## config.mk

```make
export PLATFORM = sky130hd
export DESIGN_NAME = ef_smsdac_enc
export DESIGN_NICKNAME = d
export VERILOG_FILES = /design/src/rtl/ef_smsdac_enc.sv
export SDC_FILE = /design/constraint.sdc
export NUM_CORES = 1
export LEC_CHECK = 0
export CORE_MARGIN = 2
export CORE_UTILIZATION = 55
export DETAILED_ROUTE_END_ITERATION = 16
export DONT_BUFFER_PORTS = 1
export GPL_ROUTABILITY_DRIVEN = 0
export GPL_TIMING_DRIVEN = 0
export HOLD_SLACK_MARGIN = 0.15
export PLACE_DENSITY = 0.75
export SYNTH_ARGS = -nofsm -noshare
export SYNTH_HDL_FRONTEND = slang
export SYNTH_SLANG_ARGS = --single-unit
export TNS_END_PERCENT = 50
```

## constraint.sdc

```tcl
create_clock -name i_clk -period 7.8 [get_ports i_clk]
set_input_delay 1.95 -clock i_clk [delete_from_list [all_inputs] [get_ports i_clk]]
set_output_delay 1.95 -clock i_clk [all_outputs]
set_load 0.05 [all_outputs]
```

## src/rtl/ef_smsdac_enc.sv

```systemverilog
// Segmented mismatch-shaping DAC encoder: error-feedback requantiser with LFSR dither,
// followed by a toggle-driven tree that splits each level into NSEG 3-level elements.
module ef_smsdac_enc #(
    parameter int unsigned W    = 8,
    parameter int unsigned NSEG = 4
) (
    input  logic              i_clk,
    input  logic              i_rst_b,
    input  logic [W-1:0]      i_x,
    input  logic              i_en_enc,
    input  logic              i_en_dith,
    output logic [2*NSEG-1:0] o_y,
    output logic              o_sat
);

    localparam int unsigned D  = W - NSEG - 1;
    localparam int unsigned EW = (D > 0) ? D : 1;
    localparam int unsigned AW = W + 2;
    localparam int unsigned QW = NSEG + 1;

    localparam logic signed [AW-1:0] HALF  = AW'(1 << (W - 1));
    localparam logic signed [AW-1:0] CAP_A = AW'((1 << NSEG) - 1);
    localparam logic signed [QW-1:0] CAP_Q = QW'((1 << NSEG) - 1);
    localparam logic signed [QW-1:0] P1    = QW'(1);
    localparam logic signed [QW-1:0] M1    = QW'(-1);

    logic [W-1:0]         x_r;
    logic [EW-1:0]        e_q, e_d;
    logic signed [QW-1:0] q_r, q_d;
    logic                 sat_r, sat_d;
    logic [15:0]          lfsr_q, lfsr_d;
    logic signed [AW-1:0] acc, q_full;

    logic [NSEG-1:0]      t_q, t_d;
    logic [2*NSEG-1:0]    y_d;
    logic signed [QW-1:0] rem, s_k, cap_k, mag;
    logic                 odd, forced;

    // Fibonacci form, taps 16,14,13,11 mapped onto a right-shifting register
    assign lfsr_d = {lfsr_q[0] ^ lfsr_q[2] ^ lfsr_q[3] ^ lfsr_q[5], lfsr_q[15:1]};

    always_comb begin
        acc = $signed({2'b00, x_r}) - HALF
            + $signed({{(AW - EW){1'b0}}, e_q})
            + $signed({{(AW - 1){1'b0}}, i_en_dith & lfsr_q[0]});
        q_full = acc >>> D;
        q_d    = q_full[QW-1:0];
        e_d    = (D > 0) ? acc[EW-1:0] : '0;
        sat_d  = 1'b0;
        if (q_full > CAP_A) begin
            q_d   = CAP_Q;
            e_d   = '0;
            sat_d = 1'b1;
        end else if (q_full < -CAP_A) begin
            q_d   = -CAP_Q;
            e_d   = '0;
            sat_d = 1'b1;
        end
    end

    // Each stage peels off one +-1 element and halves the exact remainder
    always_comb begin
        rem    = q_r;
        t_d    = t_q;
        y_d    = '0;
        s_k    = '0;
        cap_k  = '0;
        mag    = '0;
        odd    = 1'b0;
        forced = 1'b0;
        for (int k = 0; k < NSEG; k++) begin
            cap_k  = QW'((1 << (NSEG - k)) - 1);
            mag    = rem[QW-1] ? -rem : rem;
            odd    = rem[0];
            forced = odd && (mag == cap_k);
            if (!odd) begin
                s_k = '0;
            end else if (forced || !i_en_enc) begin
                s_k = rem[QW-1] ? M1 : P1;
            end else begin
                s_k    = t_q[k] ? M1 : P1;
                t_d[k] = ~t_q[k];
            end
            y_d[2*k+1] = odd && !s_k[QW-1];
            y_d[2*k]   = odd && s_k[QW-1];
            rem        = (rem - s_k) >>> 1;
        end
    end

    always_ff @(posedge i_clk or negedge i_rst_b) begin
        if (!i_rst_b) begin
            x_r    <= '0;
            e_q    <= '0;
            q_r    <= '0;
            sat_r  <= 1'b0;
            lfsr_q <= 16'hACE1;
            t_q    <= '0;
            o_y    <= '0;
            o_sat  <= 1'b0;
        end else begin
            x_r    <= i_x;
            e_q    <= e_d;
            q_r    <= q_d;
            sat_r  <= sat_d;
            lfsr_q <= lfsr_d;
            t_q    <= t_d;
            o_y    <= y_d;
            o_sat  <= sat_r;
        end
    end

endmodule

```

==> GITHUB_STEP_SUMMARY <==
### Flow metrics

| Metric | Value |
|---|---|
| Buf/Inv on CP | 2 |
| Worst hold endpoint | lfsr_q[8] |
| DRT iter0 DRCs | 50 |
| Setup TNS | 0 ns |
| Cell variety after synth | 49 |
| Net Count, Synth | 226 |
| First-pass GRT wire length | 6150 um |
| Top cell class by occupied area | registers |
| Core Region | 3970 sq um |
| Yosys warning tally | 0 |
| Fmax | 133 MHz |
| Hold Buf Count CTS | 0 |
| Fa+ha+maj area frac | 10.1% |
| Seq/Total Area, Yosys | 51.4% |
| Crit-path max FO | 9 |
| Clk ins delay skew pair | 0.30 ns |
| Crit end category | register |
| Outcome | completed |
| Post-CTS setup buffer count | 0 |
| Maxcap violations | 0 |
| Fillcell total | 311 |
| # setup viols final | 0 |
| Placed Area | 2320 sq um |
| Reg2Reg Capture Point | o_y[6] |
| Fin crit share | 96.1% |
layer usage:
| layer | share of wire (%) | routed length (um) | global-route usage, % | vias up |
|---|---|---|---|---|
| li1 | - | - | - | 698 |
| met1 | 42 | 1570 | 20.4 | 717 |
| met2 | 53 | 1980 | 31.7 | 24 |
| met3 | 3.7 | 138 | 5.26 | 9 |
| met4 | 1.9 | 70 | 8.00 | 0 |
| met5 | 0 | 0 | 0 | - |
synthesized netlist by cell type (all sizes together), types with 3 or more instances:
library cell	n	area, sq um
dfrtp	38	951
nor2	19	71.3
ha	15	188
inv	13	48.8
nand2	9	33.8
xor2	9	86.3
dfstp	8	210
o21ai	8	40.0
a21oi	7	35.0
xnor2	7	68.8
nand2b	5	31.3
nor2b	5	31.3
and2	4	25.0
mux2i	4	40.0
a221oi	3	26.3
nand3	3	15.0
nor3	3	15.0
o21a	3	22.5
per-stage QoR:
stage,setup WS [ns],hold slack (ns),cells
final,0.301,0.341,255
after global routing,-0.0171,0.361,255
after CTS,0.0781,0.348,255
after detailed placement,-0.296,0.336,247
after global placement,0.000553,0.338,247
after floorplan,0.337,0.331,197
sequential cells by signal, summed over array words and instances (netlist names):
name	cells
q_r	5
e_q	3
t_q	4
x_r	8
lfsr_q	16
o_y	8
o_sat	1
sat_r	1
timing repair:
item,in CTS,in global routing
gates resized,1,11
pin swaps,0,1
setup endpoints to repair,1,3
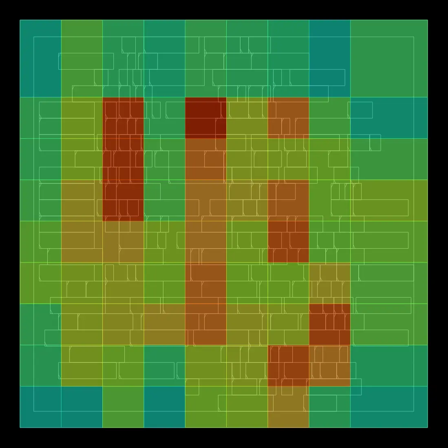
(images/congestion_map.png)
Most Used Layer, Global Route: met2
Layout Utilization: 62.4%
met3 Track Usage GR: 5.26%
Global Route met1 Usage: 20.4%

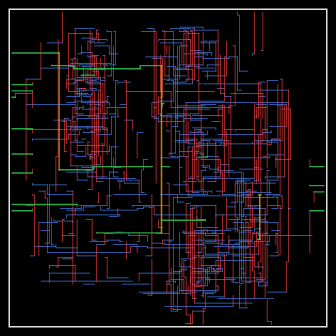
(images/layers.png)
M1 -> blue  # wire length 1570 um
M4 -> orange  # wire length 70.7 um
M2 -> red  # wire length 1980 um
M3 -> green  # wire length 138 um
vias post-DR: 1448
Wirelength per Cell: 14.7 um
gr usage total: 18.1%
final wirelength: 3750 um

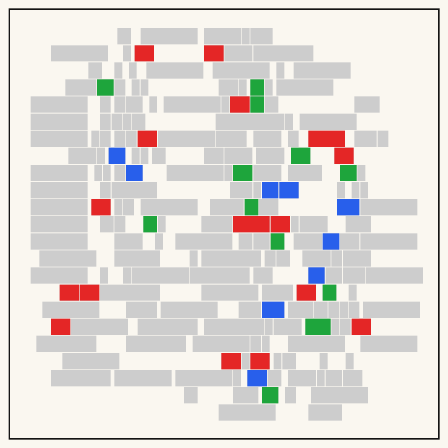
(images/gates.png)
xor and xnor cells -> red  # cells 16, most used xor2_1
and/or cells -> green  # cells 12, most used and2_1
non-inverting ao/oa cells -> blue  # cells 9, most used o21a_1

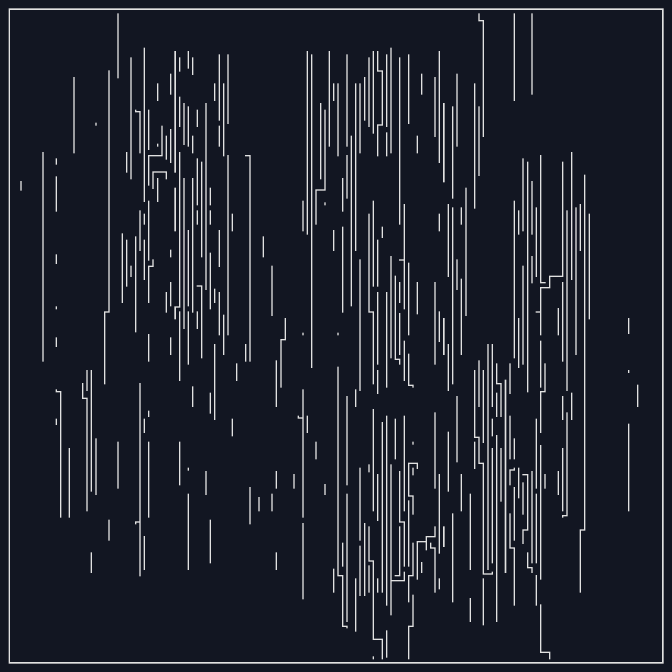
(images/m2.png)
share of all routed wire = 53%
main direction = vertical

